`config.mk`:
```
export PLATFORM = sky130hd
export DESIGN_NAME = soc_gpio_mem_read_sequencer
export DESIGN_NICKNAME = d
export VERILOG_FILES = /design/src/rtl/soc_gpio_mem_read_sequencer.sv
export SDC_FILE = /design/constraint.sdc
export NUM_CORES = 1
export LEC_CHECK = 0
export CAP_MARGIN = 20
export CORE_AREA = 2 2 89 91
export CTS_BUF_LIST = sky130_fd_sc_hd__clkbuf_4 sky130_fd_sc_hd__clkbuf_8 sky130_fd_sc_hd__clkbuf_16
export DETAILED_ROUTE_END_ITERATION = 16
export DIE_AREA = 0 0 91 93
export PLACE_DENSITY = 0.84
export RECOVER_POWER = 50
export REMOVE_ABC_BUFFERS = 1
export SKIP_CTS_REPAIR_TIMING = 1
export SYNTH_ARGS = -nofsm -noshare
export SYNTH_HDL_FRONTEND = slang
export SYNTH_SLANG_ARGS = --single-unit
```
`constraint.sdc`:
```
create_clock -name clk -period 4.38 [get_ports clk]
set_input_delay 0.438 -clock clk [delete_from_list [all_inputs] [get_ports clk]]
set_output_delay 0.438 -clock clk [all_outputs]
set_load 0.02 [all_outputs]
```
`src/rtl/soc_gpio_mem_read_sequencer.sv`:
```
// Single-word external memory reader that masters the 20-bit memory-read PIO.
// Runs the address write, strobe set/poll ack/strobe clear/poll release sequence, then answers once.
module soc_gpio_mem_read_sequencer #(
  parameter int SETUP_CYCLES  = 2,
  parameter int TIMEOUT_POLLS = 16
) (
  input  logic        clk,
  input  logic        reset_n,
  input  logic        req_valid,
  input  logic [15:0] req_addr,
  output logic        req_ready,
  output logic        rsp_valid,
  output logic [15:0] rsp_data,
  output logic        rsp_err,
  output logic [2:0]  gpio_address,
  output logic        gpio_chipselect,
  output logic        gpio_write_n,
  output logic [31:0] gpio_writedata,
  input  logic [31:0] gpio_readdata,
  output logic [3:0]  dbg_state
);

  // Handshake: a request transfers on the rising edge where req_valid && req_ready;
  // rsp_valid is a single-cycle pulse, and rsp_data/rsp_err hold until the next pulse.

  localparam logic [3:0] ST_IDLE    = 4'd0;
  localparam logic [3:0] ST_WR_ADDR = 4'd1;
  localparam logic [3:0] ST_SETUP   = 4'd2;
  localparam logic [3:0] ST_SET_STB = 4'd3;
  localparam logic [3:0] ST_ACK_RD  = 4'd4;
  localparam logic [3:0] ST_ACK_CHK = 4'd5;
  localparam logic [3:0] ST_CLR_STB = 4'd6;
  localparam logic [3:0] ST_REL_RD  = 4'd7;
  localparam logic [3:0] ST_REL_CHK = 4'd8;
  localparam logic [3:0] ST_RESP    = 4'd9;

  localparam logic [7:0]  LP_TIMEOUT    = 8'(TIMEOUT_POLLS);
  localparam logic [7:0]  LP_SETUP_LAST = 8'(SETUP_CYCLES - 1);
  localparam logic [31:0] LP_STROBE     = 32'h0001_0000;

  logic [3:0]  r_state;
  logic [15:0] r_addr;
  logic [7:0]  r_poll_cnt;
  logic [7:0]  r_setup_cnt;
  logic [15:0] r_cap_data;
  logic        r_cap_err;
  logic [15:0] r_rsp_data;
  logic        r_rsp_err;

  logic [7:0]  w_poll_next;
  logic        w_poll_timeout;
  logic        w_ack;
  logic        w_unused;

  assign w_poll_next    = r_poll_cnt + 8'd1;
  assign w_poll_timeout = (w_poll_next == LP_TIMEOUT);
  assign w_ack          = gpio_readdata[16];
  assign w_unused       = &{1'b0, gpio_readdata[31:17]};

  always_ff @(posedge clk or negedge reset_n) begin
    if (!reset_n) begin
      r_state     <= ST_IDLE;
      r_addr      <= 16'h0;
      r_poll_cnt  <= 8'h0;
      r_setup_cnt <= 8'h0;
      r_cap_data  <= 16'h0;
      r_cap_err   <= 1'b0;
      r_rsp_data  <= 16'h0;
      r_rsp_err   <= 1'b0;
    end else begin
      case (r_state)
        ST_IDLE: begin
          if (req_valid) begin
            r_addr  <= req_addr;
            r_state <= ST_WR_ADDR;
          end
        end
        ST_WR_ADDR: begin
          r_setup_cnt <= 8'h0;
          r_state     <= (SETUP_CYCLES == 0) ? ST_SET_STB : ST_SETUP;
        end
        ST_SETUP: begin
          if (r_setup_cnt == LP_SETUP_LAST) r_state <= ST_SET_STB;
          else r_setup_cnt <= r_setup_cnt + 8'd1;
        end
        ST_SET_STB: begin
          r_poll_cnt <= 8'h0;
          r_state    <= ST_ACK_RD;
        end
        ST_ACK_RD: r_state <= ST_ACK_CHK;
        ST_ACK_CHK: begin
          if (w_ack) begin
            r_cap_data <= gpio_readdata[15:0];
            r_cap_err  <= 1'b0;
            r_state    <= ST_CLR_STB;
          end else begin
            r_poll_cnt <= w_poll_next;
            if (w_poll_timeout) begin
              r_cap_data <= 16'h0;
              r_cap_err  <= 1'b1;
              r_state    <= ST_CLR_STB;
            end else begin
              r_state <= ST_ACK_RD;
            end
          end
        end
        // The strobe is always cleared, even after an ack timeout, so the memory side is released.
        ST_CLR_STB: begin
          r_poll_cnt <= 8'h0;
          r_state    <= ST_REL_RD;
        end
        ST_REL_RD: r_state <= ST_REL_CHK;
        ST_REL_CHK: begin
          if (!w_ack) begin
            r_rsp_data <= r_cap_data;
            r_rsp_err  <= r_cap_err;
            r_state    <= ST_RESP;
          end else begin
            r_poll_cnt <= w_poll_next;
            if (w_poll_timeout) begin
              r_rsp_data <= r_cap_data;
              r_rsp_err  <= 1'b1;
              r_state    <= ST_RESP;
            end else begin
              r_state <= ST_REL_RD;
            end
          end
        end
        ST_RESP: r_state <= ST_IDLE;
        default: r_state <= ST_IDLE;
      endcase
    end
  end

  // Bus outputs are a pure decode of the registered state; idle value everywhere else.
  always_comb begin
    gpio_chipselect = 1'b0;
    gpio_write_n    = 1'b1;
    gpio_address    = 3'd0;
    gpio_writedata  = 32'h0;
    case (r_state)
      ST_WR_ADDR: begin
        gpio_chipselect = 1'b1;
        gpio_write_n    = 1'b0;
        gpio_writedata  = {16'h0, r_addr};
      end
      ST_SET_STB: begin
        gpio_chipselect = 1'b1;
        gpio_write_n    = 1'b0;
        gpio_address    = 3'd4;
        gpio_writedata  = LP_STROBE;
      end
      ST_CLR_STB: begin
        gpio_chipselect = 1'b1;
        gpio_write_n    = 1'b0;
        gpio_address    = 3'd5;
        gpio_writedata  = LP_STROBE;
      end
      ST_ACK_RD, ST_REL_RD: gpio_chipselect = 1'b1;
      default: ;
    endcase
  end

  assign req_ready = (r_state == ST_IDLE);
  assign rsp_valid = (r_state == ST_RESP);
  assign rsp_data  = r_rsp_data;
  assign rsp_err   = r_rsp_err;
  assign dbg_state = r_state;

endmodule

```
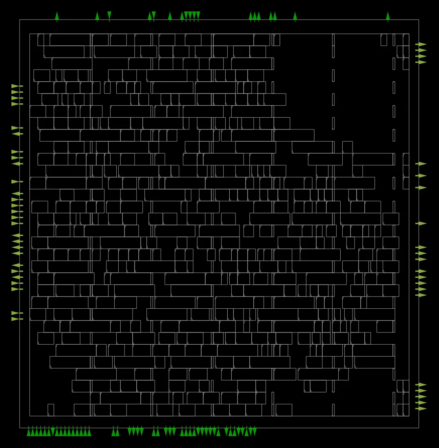
Fig. 1. Cell outlines without signal wires.
Core Region: 0.007527 mm2
post-layout util: 63.90%

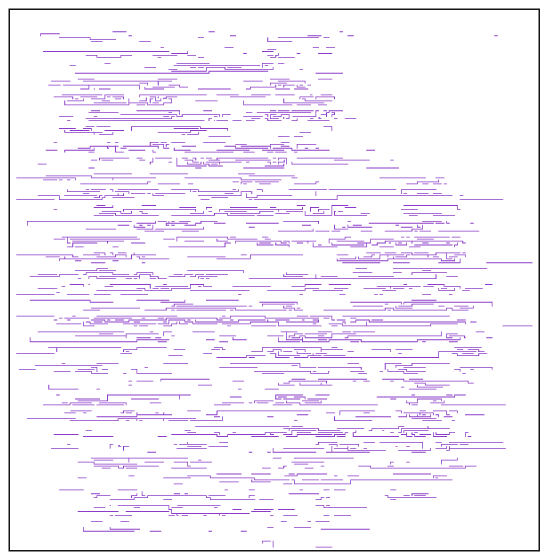
Fig. 2. Met1 routing.
- main direction: horizontal
- wire length on this layer: 4050 um
- nets with wire on the layer: 418
GRT met1 Usage: 30.19%
Routed Wire Length: 9099 um
Via Count: 3348

==> metrics.cfg <==
[outcome]
status = finished clean

[power_and_ir_drop]
p_leak_nw = 1.959
pg_comb_mw = 1.24
seq-power_mw = 1.07
switching_power_mw = 1.088
combPwrFrac_pct = 44.2
ir_worst_vdd_uv = 307.9
pg_clk_uw = 485
p_sw_share_pct = 38.94
power_density_mw_per_mm2 = 581.0
clkPwrFrac_pct = 17.4

[die]
placementRows = 32
ios = 111

[yosys]
syn_inst = 383
top_area_share_pct = 45.72
top_cells_by_area = dfrtp_1, and3_1, mux2_2
edf_count = 0
yosys.area.top_type = dfrtp_1
ys_ff = 70
yosysSeqAreaShare_pct = 45.72
synth_cell_types = 59
yosys_warnings = 0
ys_async_sr_fraction_pct = 100.0
avgSynthCellArea_um2 = 10.00

[grt]
overflow = 0
busiest_layer = met2
grt_antenna_before_repair = 0
grt_usage_pct = 22.24
grt_pass1_vias = 3106
grt_max_degree = 61

[setup_path]
endpoint_kind = output port
critPathMaxFanout = 19
cp.arrival_ns = 2.75
crit_start = dbg_state[2]
worstSetupPathType = flop to output port

[cts]
cts_buffers = 9
cts.sinks = 70
cts-htree-levels = 3
cts_tree = built
clockBufferDepth = 2
clkTransAtPathRegs_ns = 0.08
cts_root_buf = clkbuf_8

[cells_and_area]
n_fill_cell = 628
comb_share_pct = 39.05
clock_area_share_pct = 3.850
num-clock-buffers = 11
drive_above_1_share_pct = 13.60
area.sequential_mm2 = 0.001752
area_growth_pct = 25.54
logic_gates = 278
inverters_excl_clock = 5
seq_cells = 70
antenna_cells = 0
dominant_cells = logic gates

[timing]
finalMaxSlewViolations = 0
fin_skew_ns = 0.009953
tns_ns = 0
setup_viol = 0
finalHoldViolations = 0
max_clock_freq_mhz = 314.0
worstMarginPinSlew_ns = 1.471

[route]
via_per_inst = 6.000
wl_per_cell_um = 16.31
first_iter_violations = 232

[place]
place_area_mm2 = 0.004599
port_buffers = 79
routabilityCongestion = 0.8526

[min_path]
min_from = r_cap_err
hold_class = flop to flop

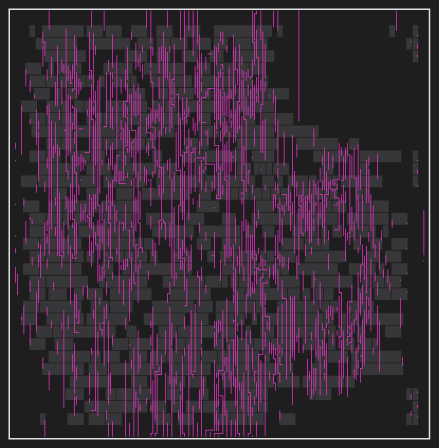
Fig. 3. Signal wires on met2.
- nets with wire on the layer: 440
- wire length on this layer: 4460 um
- share of all routed wire: 49%
- main direction: vertical
met2 Use GR: 34.51%

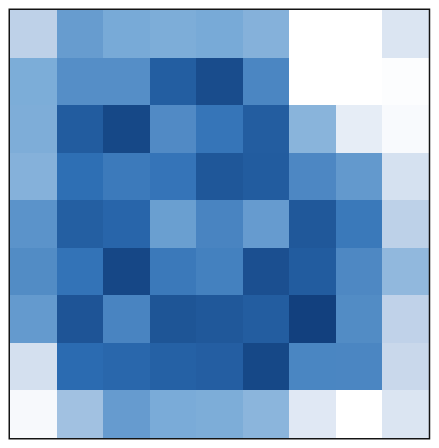
Fig. 4. Cell area per tile.
9 x 9 tiles, from white (low) to dark blue (high), 0 to 100% covered.
- tiles over 75% full: 28%
- emptiest ninth of the die: north-east
- mean over tiles: 55%
fp_density: 50.90%

[worst max-delay path: stages, from the launching register on]
cell and delay [ns]:
dfrtp_1 0.62, nor2_1 0.85, and3_1 0.29, clkdlybuf4s50_1 0.62
[cell usage after synthesis, drive strengths merged (4+ instances only)]
master and number:
dfrtp 70, and3 35, nand2 30, a21oi 27, buf 27, clkbuf 18
mux2 17, a22o 16, a31o 16, nand4 16, o211ai 16, nor2 11
o21ai 8, nand3 6, nor3 6, inv 5, nand2b 5, o21a 4
[state kept, by name (all words and copies together) (netlist names)]
| signal | cells |
|---|---|
| r_setup_cnt | 8 |
| r_addr | 16 |
| rsp_err | 1 |
| rsp_data | 16 |
| r_cap_err | 1 |
| r_poll_cnt | 8 |
| dbg_state | 4 |
| r_cap_data | 16 |
[per-stage QoR]
stage / std cells / power [mW] / setup slack [ns] / hold slack, ns / utilization, %
floorplan: 353 / 1.835 / 1.643 / 0.1424 / -
global placement: 539 / 2.256 / 1.552 / 0.3178 / 61.10
detailed placement: 539 / 2.305 / 1.500 / 0.3193 / 61.10
CTS: 555 / 2.793 / 1.114 / -0.06048 / 63.56
global route: 558 / 2.981 / 0.9962 / 0.5159 / 63.90
finish: 558 / 2.794 / 1.195 / 0.4958 / 63.90
[cell families after synthesis]
kind of cell / synth area share, %
DFF: 45.72
buffers and inverters: 6.956
and+or+nand+nor: 20.09
muxes: 5.780
xor gates and xnor gates: 0.9146
other: 0.09788
AOI/OAI and AO/OA: 19.46
adders and majority gates: 0.9799
[routing by layer]
layer  up-vias  wire, um
met5         -         0
met4         0       104
met3        15       484
met2       102      4458
met1      1683      4053
li1       1548         -
Power is estimated from default activity; no workload was simulated.
